===== src/rtl/multicycle_control_unit.sv =====
// Multi-cycle MIPS control FSM: fetch/decode/execute/memory/write-back
// sequencing with memory wait states and a retired-instruction counter.
module multicycle_control_unit #(
  parameter bit ENABLE_ADDI = 1'b1,
  parameter bit ENABLE_JUMP = 1'b1,
  parameter bit TRAP_HALT   = 1'b1,
  parameter int CNT_W       = 16
) (
  input  logic             clk,
  input  logic             rst_n,
  input  logic [5:0]       ins,
  input  logic             mem_ready,
  output logic             pc_write,
  output logic             branch,
  output logic             iord,
  output logic             mem_read,
  output logic             mem_write,
  output logic             ir_write,
  output logic             mem_to_reg,
  output logic             reg_dst,
  output logic             reg_write,
  output logic             alu_src_a,
  output logic [1:0]       alu_src_b,
  output logic [1:0]       pc_src,
  output logic [1:0]       ALUOp,
  output logic [3:0]       state,
  output logic             illegal,
  output logic [CNT_W-1:0] retired
);

  localparam logic [3:0] S_FETCH  = 4'd0;
  localparam logic [3:0] S_DECODE = 4'd1;
  localparam logic [3:0] S_MEMADR = 4'd2;
  localparam logic [3:0] S_MEMRD  = 4'd3;
  localparam logic [3:0] S_MEMWB  = 4'd4;
  localparam logic [3:0] S_MEMWR  = 4'd5;
  localparam logic [3:0] S_EXEC   = 4'd6;
  localparam logic [3:0] S_ALUWB  = 4'd7;
  localparam logic [3:0] S_BRANCH = 4'd8;
  localparam logic [3:0] S_ADDIEX = 4'd9;
  localparam logic [3:0] S_ADDIWB = 4'd10;
  localparam logic [3:0] S_JUMP   = 4'd11;
  localparam logic [3:0] S_TRAP   = 4'd12;

  localparam logic [5:0] OP_R    = 6'b000000;
  localparam logic [5:0] OP_LW   = 6'b100011;
  localparam logic [5:0] OP_SW   = 6'b101011;
  localparam logic [5:0] OP_BEQ  = 6'b000100;
  localparam logic [5:0] OP_ADDI = 6'b001000;
  localparam logic [5:0] OP_J    = 6'b000010;

  localparam logic [CNT_W-1:0] CNT_ONE = {{(CNT_W-1){1'b0}}, 1'b1};

  logic [3:0]       state_q, state_d;
  logic [5:0]       op_q, op_d;
  logic [CNT_W-1:0] retired_q, retired_d;

  logic is_r, is_mem, is_beq, is_addi, is_j;
  logic retire;
  logic [3:0] out_s;

  assign is_r    = (ins == OP_R);
  assign is_mem  = (ins == OP_LW) || (ins == OP_SW);
  assign is_beq  = (ins == OP_BEQ);
  assign is_addi = (ins == OP_ADDI) && ENABLE_ADDI;
  assign is_j    = (ins == OP_J) && ENABLE_JUMP;

  always_comb begin
    state_d = S_FETCH;
    case (state_q)
      S_FETCH:  state_d = mem_ready ? S_DECODE : S_FETCH;
      S_DECODE: begin
        unique case (1'b1)
          is_r:    state_d = S_EXEC;
          is_mem:  state_d = S_MEMADR;
          is_beq:  state_d = S_BRANCH;
          is_addi: state_d = S_ADDIEX;
          is_j:    state_d = S_JUMP;
          default: state_d = S_TRAP;
        endcase
      end
      // op_q was captured in DECODE; only lw/sw reach MEMADR
      S_MEMADR: state_d = (op_q == OP_SW) ? S_MEMWR : S_MEMRD;
      S_MEMRD:  state_d = mem_ready ? S_MEMWB : S_MEMRD;
      S_MEMWB:  state_d = S_FETCH;
      S_MEMWR:  state_d = mem_ready ? S_FETCH : S_MEMWR;
      S_EXEC:   state_d = S_ALUWB;
      S_ALUWB:  state_d = S_FETCH;
      S_BRANCH: state_d = S_FETCH;
      S_ADDIEX: state_d = S_ADDIWB;
      S_ADDIWB: state_d = S_FETCH;
      S_JUMP:   state_d = S_FETCH;
      S_TRAP:   state_d = TRAP_HALT ? S_TRAP : S_FETCH;
      default:  state_d = S_FETCH;
    endcase
  end

  assign op_d = (state_q == S_DECODE) ? ins : op_q;

  always_comb begin
    retire = 1'b0;
    case (state_q)
      S_MEMWB,
      S_ALUWB,
      S_BRANCH,
      S_ADDIWB,
      S_JUMP:  retire = 1'b1;
      S_MEMWR: retire = mem_ready;
      default: retire = 1'b0;
    endcase
  end

  assign retired_d = retire ? retired_q + CNT_ONE : retired_q;

  always_ff @(posedge clk) begin
    if (!rst_n) begin
      state_q   <= S_FETCH;
      op_q      <= 6'd0;
      retired_q <= '0;
    end else begin
      state_q   <= state_d;
      op_q      <= op_d;
      retired_q <= retired_d;
    end
  end

  // While reset is held the datapath sees FETCH strobes
  assign out_s = rst_n ? state_q : S_FETCH;

  always_comb begin
    pc_write   = 1'b0;
    branch     = 1'b0;
    iord       = 1'b0;
    mem_read   = 1'b0;
    mem_write  = 1'b0;
    ir_write   = 1'b0;
    mem_to_reg = 1'b0;
    reg_dst    = 1'b0;
    reg_write  = 1'b0;
    alu_src_a  = 1'b0;
    alu_src_b  = 2'b00;
    pc_src     = 2'b00;
    ALUOp      = 2'b00;
    illegal    = 1'b0;
    case (out_s)
      S_FETCH: begin
        mem_read  = 1'b1;
        alu_src_b = 2'b01;
        ir_write  = mem_ready;
        pc_write  = mem_ready;
      end
      S_DECODE: begin
        alu_src_b = 2'b11;
      end
      S_MEMADR: begin
        alu_src_a = 1'b1;
        alu_src_b = 2'b10;
      end
      S_MEMRD: begin
        iord     = 1'b1;
        mem_read = 1'b1;
      end
      S_MEMWB: begin
        reg_write  = 1'b1;
        mem_to_reg = 1'b1;
      end
      S_MEMWR: begin
        iord      = 1'b1;
        mem_write = 1'b1;
      end
      S_EXEC: begin
        alu_src_a = 1'b1;
        ALUOp     = 2'b10;
      end
      S_ALUWB: begin
        reg_write = 1'b1;
        reg_dst   = 1'b1;
      end
      S_BRANCH: begin
        alu_src_a = 1'b1;
        ALUOp     = 2'b01;
        pc_src    = 2'b01;
        branch    = 1'b1;
      end
      S_ADDIEX: begin
        alu_src_a = 1'b1;
        alu_src_b = 2'b10;
      end
      S_ADDIWB: begin
        reg_write = 1'b1;
      end
      S_JUMP: begin
        pc_src   = 2'b10;
        pc_write = 1'b1;
      end
      S_TRAP: begin
        illegal = 1'b1;
      end
      default: ;
    endcase
  end

  assign state   = state_q;
  assign retired = retired_q;

endmodule


===== config.mk =====
export PLATFORM = sky130hd
export DESIGN_NAME = multicycle_control_unit
export DESIGN_NICKNAME = d
export VERILOG_FILES = /design/src/rtl/multicycle_control_unit.sv
export SDC_FILE = /design/constraint.sdc
export NUM_CORES = 1
export LEC_CHECK = 0
export CORE_MARGIN = 2
export CORE_UTILIZATION = 35
export CTS_BUF_LIST = sky130_fd_sc_hd__clkbuf_2
export CTS_CLUSTER_DIAMETER = 200
export CTS_CLUSTER_SIZE = 12
export DETAILED_ROUTE_END_ITERATION = 16
export HOLD_SLACK_MARGIN = 0.12
export PLACE_DENSITY = 0.64
export SETUP_SLACK_MARGIN = 0.1
export SYNTH_ARGS = -nofsm -noshare
export SYNTH_HDL_FRONTEND = slang
export SYNTH_SLANG_ARGS = --single-unit

===== constraint.sdc =====
create_clock -name clk -period 5.75 [get_ports clk]
set_clock_uncertainty 0.2 [all_clocks]
set_input_delay 1.725 -clock clk [delete_from_list [all_inputs] [get_ports clk]]
set_output_delay 1.725 -clock clk [all_outputs]
set_load 0.05 [all_outputs]

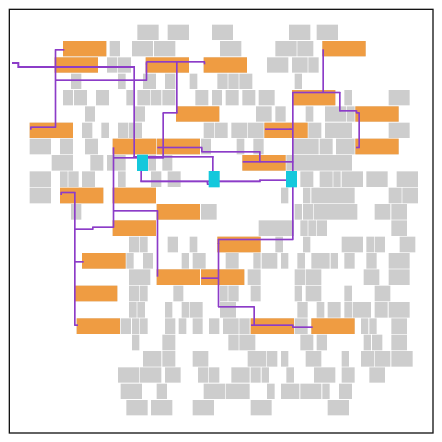
**Above:** clock network drawn from the DEF.
(6 px per µm)
[flip-flops] orange | count: 26
[clock drivers] cyan | count: 3
[clock wires] purple | length: 352 µm
routed clock nets: 4
later-pin clock latency in the skew report: 0.36 ns
part of the power in the clock network: 0.264
Clk power: 0.118 mW

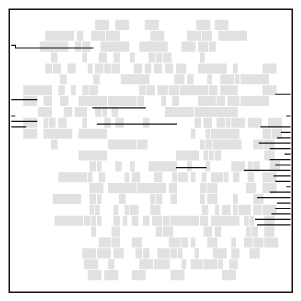
**Above:** signal wires on met3.
(4 px per µm) Cells faint in the background.
longest straight run: 19.8 µm
main direction: horizontal
routing usage on met3: 0.0361
routed wire length: 3820 µm
routed vias: 1591

==> changes_impl.md <==
### Changed

- Post-DR wirelength/cell: 12.9 µm
- Combinational share of power: 0.280
- Clock sink count: 26
- Post-layout net count: 255
- Fmax: 0.185 GHz
- Top delay family on crit path: buffers and inverters
- GRT Util Overall: 0.156
- Critical path endpoint category: output port
- Drt pass-1 iters: 4
- Syn Inst Count: 208
- Distinct cells, synth: 39
- Buffering overhead: 0.224
- Total design power: 0.446 mW
- Post-placement cell count: 292
- FP Util: 0.359
- DRT iter0 DRCs: 104
- Hold path depth: 2
- Tapcells: 52
- Flop count: 26
- Top cell excl fill/tap: clkdlybuf4s50_1
- Multi-input gates: 163
- Mapped Avg Cell Area: 7.41 µm²
- Leak: 0.713 nW
- Met1 wire length: 1900 µm
- Ys flop type: dfxtp_1
- Reg-to-Reg Start: state[1]
- Post-Layout Inst Area: 2030 µm²
- Flop share of the area: 0.257
- Max power group: sequential cells
- Layout cell share with drive strength beyond 1: 0.0984
- Fraction of power consumed by sequential logic: 0.456
- Status: finished clean
- DR top layer: met4
- Clock network area share: 0.0222
- Grt peak-use layer: met2
- Yosys warning tally: 0
- Global Route met1 Usage: 0.217
- Buf+Inv Stages, Crit Path: 2
- PwrDens: 220 nW/µm²
- Max-slew headroom: 0.521
- Largest net degree at the start of global routing: 22
- Combinational gate area: 923 µm²
- Setup TNS: 0 ns
- Core Rows: 24
- Setup ws final: 0.330 ns
- Final setup vio count: 0
- Worst VDD drop: 0.000138 V
- Worst Max-Slew Pin Slew: 0.718 ns
- Final non-filler cell total: 296
- Clock buffers: 3
- Antenna cell count: 0
- Worst setup path start: rst_n
- Async SR Flop Fraction: 0
- Buffers added on ports: 45
- Initial antenna violation count: 0
- Die width: 70.4 µm
- Non-CTS buffers: 46
- Critical Path End: alu_src_b[1]
- Commonest cells in the netlist: nand2_1, dfxtp_1, a21oi_1
- Post-Syn Area: 1540 µm²
- MaxCap Viol Count: 0
- Vias in the first global route: 1423
- Critical path fanouts, max: 10
- Routability cong.: 0.784
- Antenna violation net count after detailed routing: 0
- Comb area share: 0.456
- Longest Clk Path Bufs: 2
- Die height: 70.4 µm
- Seq. pwr: 0.203 mW
- Global-route wire length before repair: 6480 µm
- Commonest non-fill, non-tap cells in the layout: clkdlybuf4s50_1, nand2_1, dfxtp_1
- Synth Net Count: 218
- R2R Path End: retired[14]
- R2r setup slk: 3.03 ns
- Core ar.: 4290 µm²
- Chip area: 4950 µm²
- Area delta synth->final: 31.4%
- Fin crit share: 0.943
- Min-Delay Endpoint: op_q[1]
- Switching share of power: 0.343
- Most used cell, CP: clkdlybuf4s50_1
- Post-DP HPWL: 2750 µm
- Synth Seq Share: 0.338
- Pre-CTS WS: 0.332 ns
- Minimum clock period: 5.42 ns
- Post-layout utilization of the core: 0.472
- Synth top cell by count: nand2_1
- Placed cell area: 1980 µm²
- Main logic family: simple AND/OR/NAND/NOR gates
Power and IR drop assume default switching activity.
